### Power grid, run 1

The bar under the picture is 20 um long. Pins as bars on the die edge. Tap cells in gray.
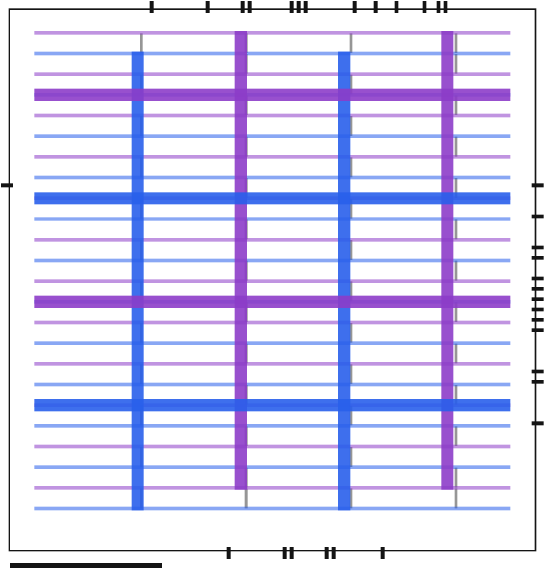
### Placement by cell class, run 1

The bar under the picture is 20 um long.
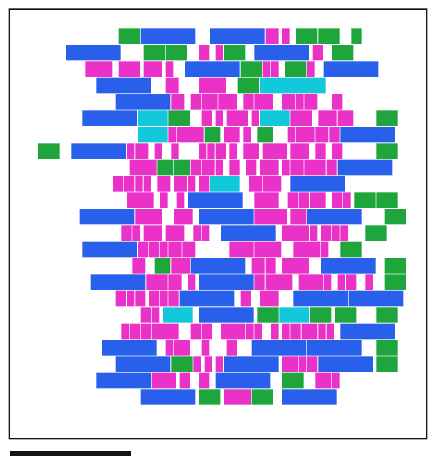
### Clock wires, drivers and flops, run 1

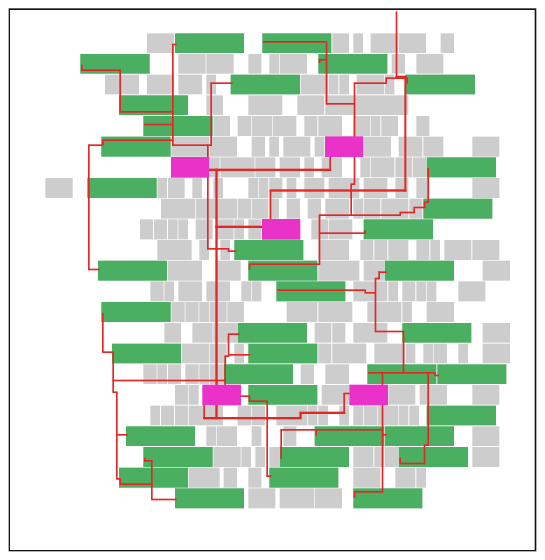
### Routed metal, one color a layer, run 1

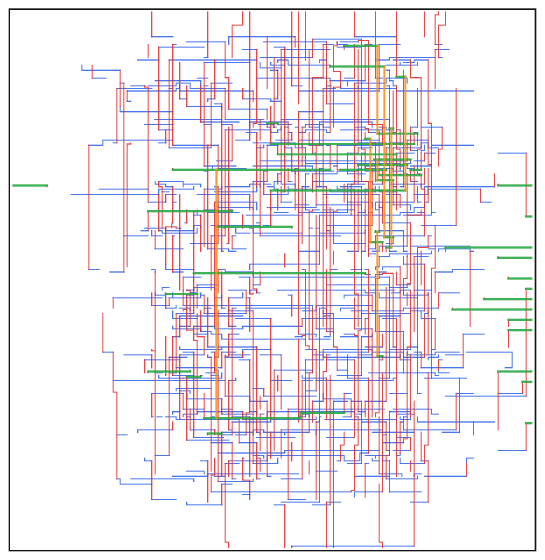
### src/rtl/comparator_bist_pkg.sv
// Shared constants and state encoding for the comparator self-test block.
package comparator_bist_pkg;

    localparam int unsigned DEF_WIDTH = 4;
    localparam int unsigned DEF_ERR_W = 8;

    typedef enum logic [1:0] {
        ST_IDLE  = 2'd0,
        ST_DRIVE = 2'd1,
        ST_CHECK = 2'd2,
        ST_DONE  = 2'd3
    } state_t;

endpackage : comparator_bist_pkg

### src/rtl/comparator_bist_golden.sv
// Reference magnitude comparator: unsigned a vs b as {eq, gt, lt}.
module comparator_bist_golden #(
    parameter int unsigned WIDTH = 4
) (
    input  logic [WIDTH-1:0] a,
    input  logic [WIDTH-1:0] b,
    output logic [2:0]       golden_c
);

    assign golden_c = {a == b, a > b, a < b};

endmodule : comparator_bist_golden

### src/rtl/comparator_bist.sv
// Sweeps every operand pair into an external comparator and checks its eq/gt/lt response.
module comparator_bist
    import comparator_bist_pkg::*;
#(
    parameter int unsigned WIDTH = DEF_WIDTH,
    parameter int unsigned ERR_W = DEF_ERR_W
) (
    input  logic             clk,
    input  logic             rst_n,
    input  logic             start,
    output logic [WIDTH-1:0] a_out,
    output logic [WIDTH-1:0] b_out,
    input  logic             eq_in,
    input  logic             gt_in,
    input  logic             lt_in,
    output logic             busy,
    output logic             done,
    output logic             pass,
    output logic [ERR_W-1:0] err_count,
    output logic [WIDTH-1:0] first_fail_a,
    output logic [WIDTH-1:0] first_fail_b
);

    localparam int unsigned IDX_W = 2 * WIDTH;

    state_t             state_q, state_d;
    logic [IDX_W-1:0]   idx_q, idx_d;
    logic [WIDTH-1:0]   a_q, a_d;
    logic [WIDTH-1:0]   b_q, b_d;
    logic [ERR_W-1:0]   err_q, err_d;
    logic [WIDTH-1:0]   ffa_q, ffa_d;
    logic [WIDTH-1:0]   ffb_q, ffb_d;
    logic               fail_seen_q, fail_seen_d;
    logic               busy_q, busy_d;
    logic               done_q, done_d;
    logic               pass_q, pass_d;

    logic [2:0]         golden_c;
    logic               mismatch_c;

    // Golden model sees the registered operands, which are stable throughout CHECK.
    comparator_bist_golden #(
        .WIDTH (WIDTH)
    ) u_golden (
        .a        (a_q),
        .b        (b_q),
        .golden_c (golden_c)
    );

    // Any response other than the exact golden pattern (including non-one-hot) is a failure.
    assign mismatch_c = (golden_c != {eq_in, gt_in, lt_in});

    // Next-state and datapath update.
    always_comb begin
        state_d     = state_q;
        idx_d       = idx_q;
        a_d         = a_q;
        b_d         = b_q;
        err_d       = err_q;
        ffa_d       = ffa_q;
        ffb_d       = ffb_q;
        fail_seen_d = fail_seen_q;

        unique case (state_q)
            ST_IDLE, ST_DONE: begin
                if (start) begin
                    err_d       = '0;
                    ffa_d       = '0;
                    ffb_d       = '0;
                    fail_seen_d = 1'b0;
                    idx_d       = '0;
                    state_d     = ST_DRIVE;
                end
            end
            ST_DRIVE: begin
                a_d     = idx_q[IDX_W-1:WIDTH];
                b_d     = idx_q[WIDTH-1:0];
                state_d = ST_CHECK;
            end
            ST_CHECK: begin
                if (mismatch_c) begin
                    if (err_q != {ERR_W{1'b1}}) begin
                        err_d = err_q + ERR_W'(1);
                    end
                    if (!fail_seen_q) begin
                        ffa_d       = a_q;
                        ffb_d       = b_q;
                        fail_seen_d = 1'b1;
                    end
                end
                if (idx_q == {IDX_W{1'b1}}) begin
                    state_d = ST_DONE;
                end else begin
                    idx_d   = idx_q + IDX_W'(1);
                    state_d = ST_DRIVE;
                end
            end
            default: state_d = ST_IDLE;
        endcase

        busy_d = (state_d == ST_DRIVE) || (state_d == ST_CHECK);
        done_d = (state_d == ST_DONE);
        pass_d = (state_d == ST_DONE) && (err_d == '0);
    end

    // State and output registers.
    always_ff @(posedge clk or negedge rst_n) begin
        if (!rst_n) begin
            state_q     <= ST_IDLE;
            idx_q       <= '0;
            a_q         <= '0;
            b_q         <= '0;
            err_q       <= '0;
            ffa_q       <= '0;
            ffb_q       <= '0;
            fail_seen_q <= 1'b0;
            busy_q      <= 1'b0;
            done_q      <= 1'b0;
            pass_q      <= 1'b0;
        end else begin
            state_q     <= state_d;
            idx_q       <= idx_d;
            a_q         <= a_d;
            b_q         <= b_d;
            err_q       <= err_d;
            ffa_q       <= ffa_d;
            ffb_q       <= ffb_d;
            fail_seen_q <= fail_seen_d;
            busy_q      <= busy_d;
            done_q      <= done_d;
            pass_q      <= pass_d;
        end
    end

    assign a_out        = a_q;
    assign b_out        = b_q;
    assign err_count    = err_q;
    assign first_fail_a = ffa_q;
    assign first_fail_b = ffb_q;
    assign busy         = busy_q;
    assign done         = done_q;
    assign pass         = pass_q;

endmodule : comparator_bist

### config.mk
export PLATFORM = sky130hd
export DESIGN_NAME = comparator_bist
export DESIGN_NICKNAME = d
export VERILOG_FILES = /design/src/rtl/comparator_bist_pkg.sv /design/src/rtl/comparator_bist_golden.sv /design/src/rtl/comparator_bist.sv
export SDC_FILE = /design/constraint.sdc
export NUM_CORES = 1
export LEC_CHECK = 0
export CORE_AREA = 3 3 66 68
export DETAILED_ROUTE_END_ITERATION = 7
export DIE_AREA = 0 0 69 71
export PLACE_DENSITY = 0.89
export SYNTH_ARGS = -nofsm -noshare
export SYNTH_HDL_FRONTEND = slang
export SYNTH_SLANG_ARGS = --single-unit
### constraint.sdc
create_clock -name clk -period 2.8 [get_ports clk]
set_input_delay 0.28 -clock clk [delete_from_list [all_inputs] [get_ports clk]]
set_output_delay 0.28 -clock clk [all_outputs]
set_load 0.05 [all_outputs]
==> results.py, run 1 <==
# Metrics from the implementation run
metrics = {
    "placed_design": {
        "placed_area_um2": 2370,
        "hpwl_mm": 3.35,
    },
    "cells_and_area": {
        "fillCellCount": 318,
        "comb_area_um2": 958,
        "fin_cells": 294,
        "logic_gate_count": 149,
    },
    "clock_network": {
        "ctsHtreeMaxLevel": 2,
        "cts_root_buf": "clkbuf_8",
    },
    "worst_setup_path": {
        "critPathRequiredTime_ns": 3.03,
        "critical_path_buf_inv_count": 2,
        "reg2reg_depth": 11,
        "worst_path_max_delay_cell": "dfrtp_1",
        "crit_fanout": 9,
    },
    "final_timing": {
        "setup_viol_count_final": 0,
        "hold_viol": 0,
        "fin_tns_setup_ns": 0,
    },
    "synth": {
        "compound_area_share_pct": 16.0,
        "ys_cells": 207,
        "syn_area_um2": 2000,
        "ys_area_um2": 2000,
        "simple_gate_area_share_pct": 21.2,
    },
    "global_route": {
        "met3_usage_pct": 5.97,
    },
    "drt": {
        "routed-wl-met3_um": 256,
        "vias_per_cell": 5.82,
    },
    "outcome": {
        "status": "complete, no violations",
    },
}
Notes on 'Power grid' above:
Purple stands for VDD. Blue stands for VSS.
50 tap cells. The core has 23 rows.
peak supply drop: 419 uV
die height: 71 um
Core Area: 3910 um^2
Die W: 69 um

Notes on 'Placement by cell class' above:
Cyan stands for clock drivers and dummy loads, cells 7, share of their area 4.6%. Blue stands for flops, cells 38, share of their area 39%. Green stands for other buffers and delay cells, cells 37, share of their area 15%. Magenta stands for all other logic, cells 162, share of their area 42%.
fin util: 63.5%
Final Instance Area: 2490 um^2
sequential cell area share: 38.2%

Notes on 'Clock wires, drivers and flops' above:
Magenta stands for cells driving clock nets, count 5. Red stands for clock wires, length 510 um. Green stands for flip-flops, count 38.
There are 6 routed clock nets.
clock network fraction of total power: 24.5%
Power Clock: 483 uW

Notes on 'Routed metal, one color a layer' above:
Green stands for met3, wire length 257 um. Red stands for met2, wire length 2400 um. Orange stands for met4, wire length 130 um. Blue stands for met1, wire length 1980 um.
Avg WL per Cell: 16.2 um
Post-Route WL: 4.76 mm
GRT Util Overall: 20.2%
via count: 1711

==> run 2, diff against run 1 <==
--- a/config.mk
+++ b/config.mk
@@ -6,9 +6,11 @@
 export NUM_CORES = 1
 export LEC_CHECK = 0
 export CORE_AREA = 3 3 66 68
+export CTS_CLUSTER_DIAMETER = 80
 export DETAILED_ROUTE_END_ITERATION = 7
 export DIE_AREA = 0 0 69 71
-export PLACE_DENSITY = 0.89
+export PLACE_DENSITY = 0.9
 export SYNTH_ARGS = -nofsm -noshare
 export SYNTH_HDL_FRONTEND = slang
+export SYNTH_HIERARCHICAL = 1
 export SYNTH_SLANG_ARGS = --single-unit
### Clock wires, drivers and flops, run 2

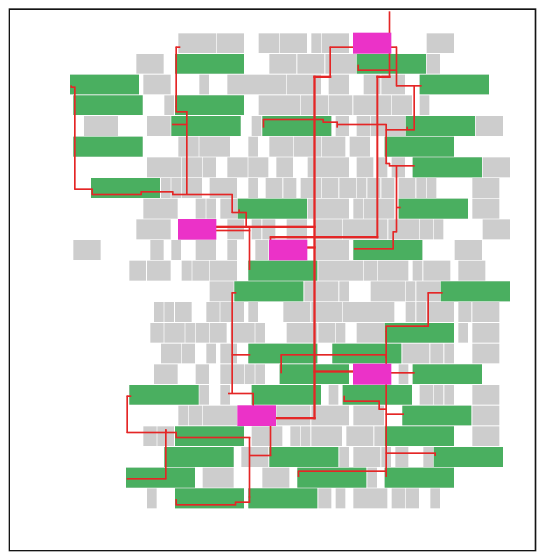
Red stands for clock wires, length 449 um. Green stands for flip-flops, count 38. Magenta stands for cells driving clock nets, count 5.
There are 6 routed clock nets.
skew final: 0.00395 ns
Power Clock: 385 uW

### Routed metal, one color a layer, run 2

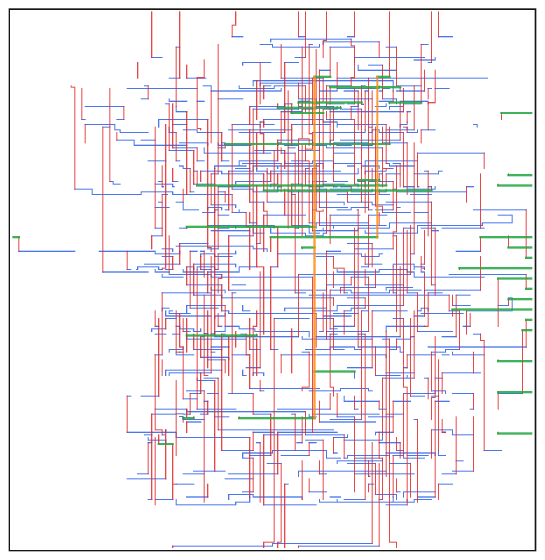
Red stands for met2, wire length 2040 um. Green stands for met3, wire length 234 um. Orange stands for met4, wire length 66.0 um. Blue stands for met1, wire length 1980 um.
via count: 1642
Post-Route WL: 4.32 mm

### Congestion heat map, run 2

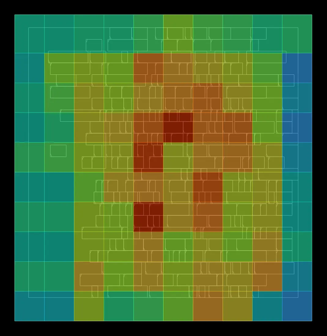
busiest grt layer: met2
grt met2 use: 30.7%
GRT Util Overall: 19.0%
fin util: 64.5%
met3 GRT Util: 3.84%

==> results.py, run 2 <==
# Metrics from the implementation run
metrics = {
    "outcome": {
        "status": "complete, no violations",
    },
    "final_timing": {
        "hold_viol": 0,
        "fin_tns_setup_ns": 0,
        "setup_viol_count_final": 0,
    },
    "power_and_ir_drop": {
        "vdd_ir_drop_max_uv": 446,
    },
    "cells_and_area": {
        "fin_cells": 289,
        "seq_share_pct": 37.7,
        "logic_gate_count": 147,
        "fillCellCount": 314,
        "comb_area_um2": 1040,
    },
    "synth": {
        "simple_gate_area_share_pct": 20.8,
        "ys_area_um2": 2030,
    },
    "clock_network": {
        "ctsHtreeMaxLevel": 2,
        "cts_root_buf": "clkbuf_8",
    },
    "placed_design": {
        "hpwl_mm": 3.13,
        "placed_area_um2": 2380,
    },
    "floorplan": {
        "die_w_um": 69,
        "die_h_um": 71,
        "fp.coreArea_um2": 3910,
    },
    "drt": {
        "vias_per_cell": 5.68,
        "routed-wl-met3_um": 234,
        "wire_per_inst_um": 15.0,
    },
    "worst_setup_path": {
        "worst_path_max_delay_cell": "dfrtp_1",
        "critPathRequiredTime_ns": 3.00,
    },
}
==> run 3, diff against run 2 <==
==> constraint.sdc (replaced) <==
create_clock -name clk -period 2.6 [get_ports clk]
set_input_delay 0.26 -clock clk [delete_from_list [all_inputs] [get_ports clk]]
set_output_delay 0.26 -clock clk [all_outputs]
set_load 0.05 [all_outputs]
### Congestion heat map, run 3

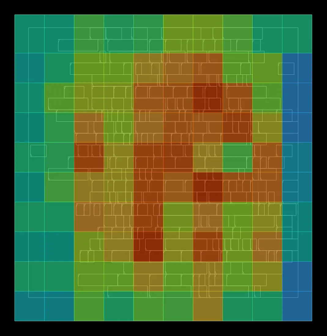
grt met2 use: 32.6%
met3 GRT Util: 4.26%
fin util: 66.1%

### Clock wires, drivers and flops, run 3

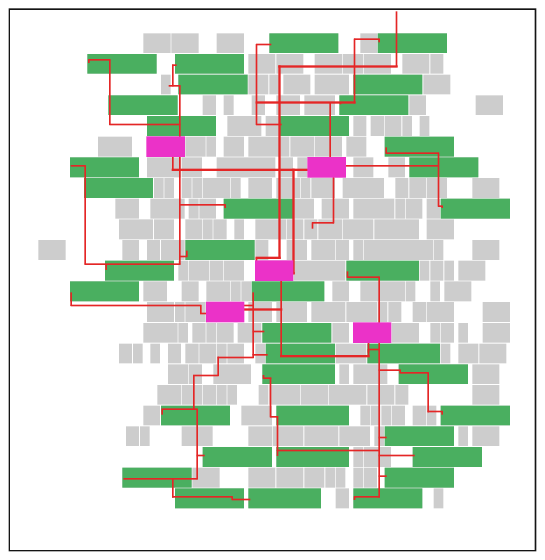
Green stands for flip-flops, count 38. Red stands for clock wires, length 484 um. Magenta stands for cells driving clock nets, count 5.
There are 6 routed clock nets.
Insertion Delay late pin: 0.29 ns
clock network fraction of total power: 17.0%
Power Clock: 421 uW

### Power grid, run 3

The bar under the picture is 20 um long. Pins as bars on the die edge. Tap cells in gray.
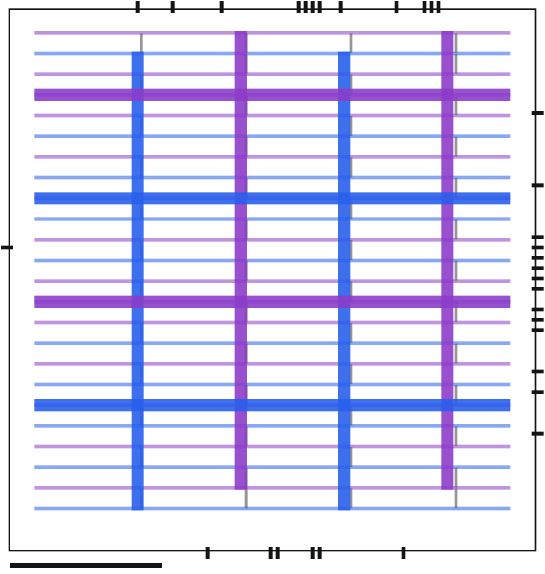
Purple stands for VDD. Blue stands for VSS.
50 tap cells. 24 met1 rails follow the rows.
peak supply drop: 596 uV

==> results.py, run 3 <==
# Metrics from the implementation run
metrics = {
    "outcome": {
        "status": "complete, no violations",
    },
    "global_route": {
        "grt_usage_pct": 19.0,
    },
    "clock_network": {
        "ctsHtreeMaxLevel": 2,
        "cts_root_buf": "clkbuf_8",
    },
    "floorplan": {
        "fp.coreArea_um2": 3910,
        "die_w_um": 69,
        "die_h_um": 71,
    },
    "worst_setup_path": {
        "crit_fanout": 5,
        "reg2reg_depth": 11,
        "critPathRequiredTime_ns": 2.80,
    },
    "final_timing": {
        "clock_skew_ns": 0.00346,
        "fin_tns_setup_ns": 0,
        "setup_viol_count_final": 0,
        "hold_viol": 0,
    },
    "drt": {
        "detail_route.wirelength_mm": 4.68,
        "wire_per_inst_um": 16.0,
        "routed-via-count": 1677,
    },
    "synth": {
        "ys_area_um2": 2030,
        "syn_area_um2": 2030,
        "compound_area_share_pct": 14.4,
        "ys_cells": 201,
    },
    "cells_and_area": {
        "comb_area_um2": 1060,
        "fillCellCount": 296,
        "seq_share_pct": 37.1,
    },
}
No activity file was given, so power comes from the tool's default toggle rates.
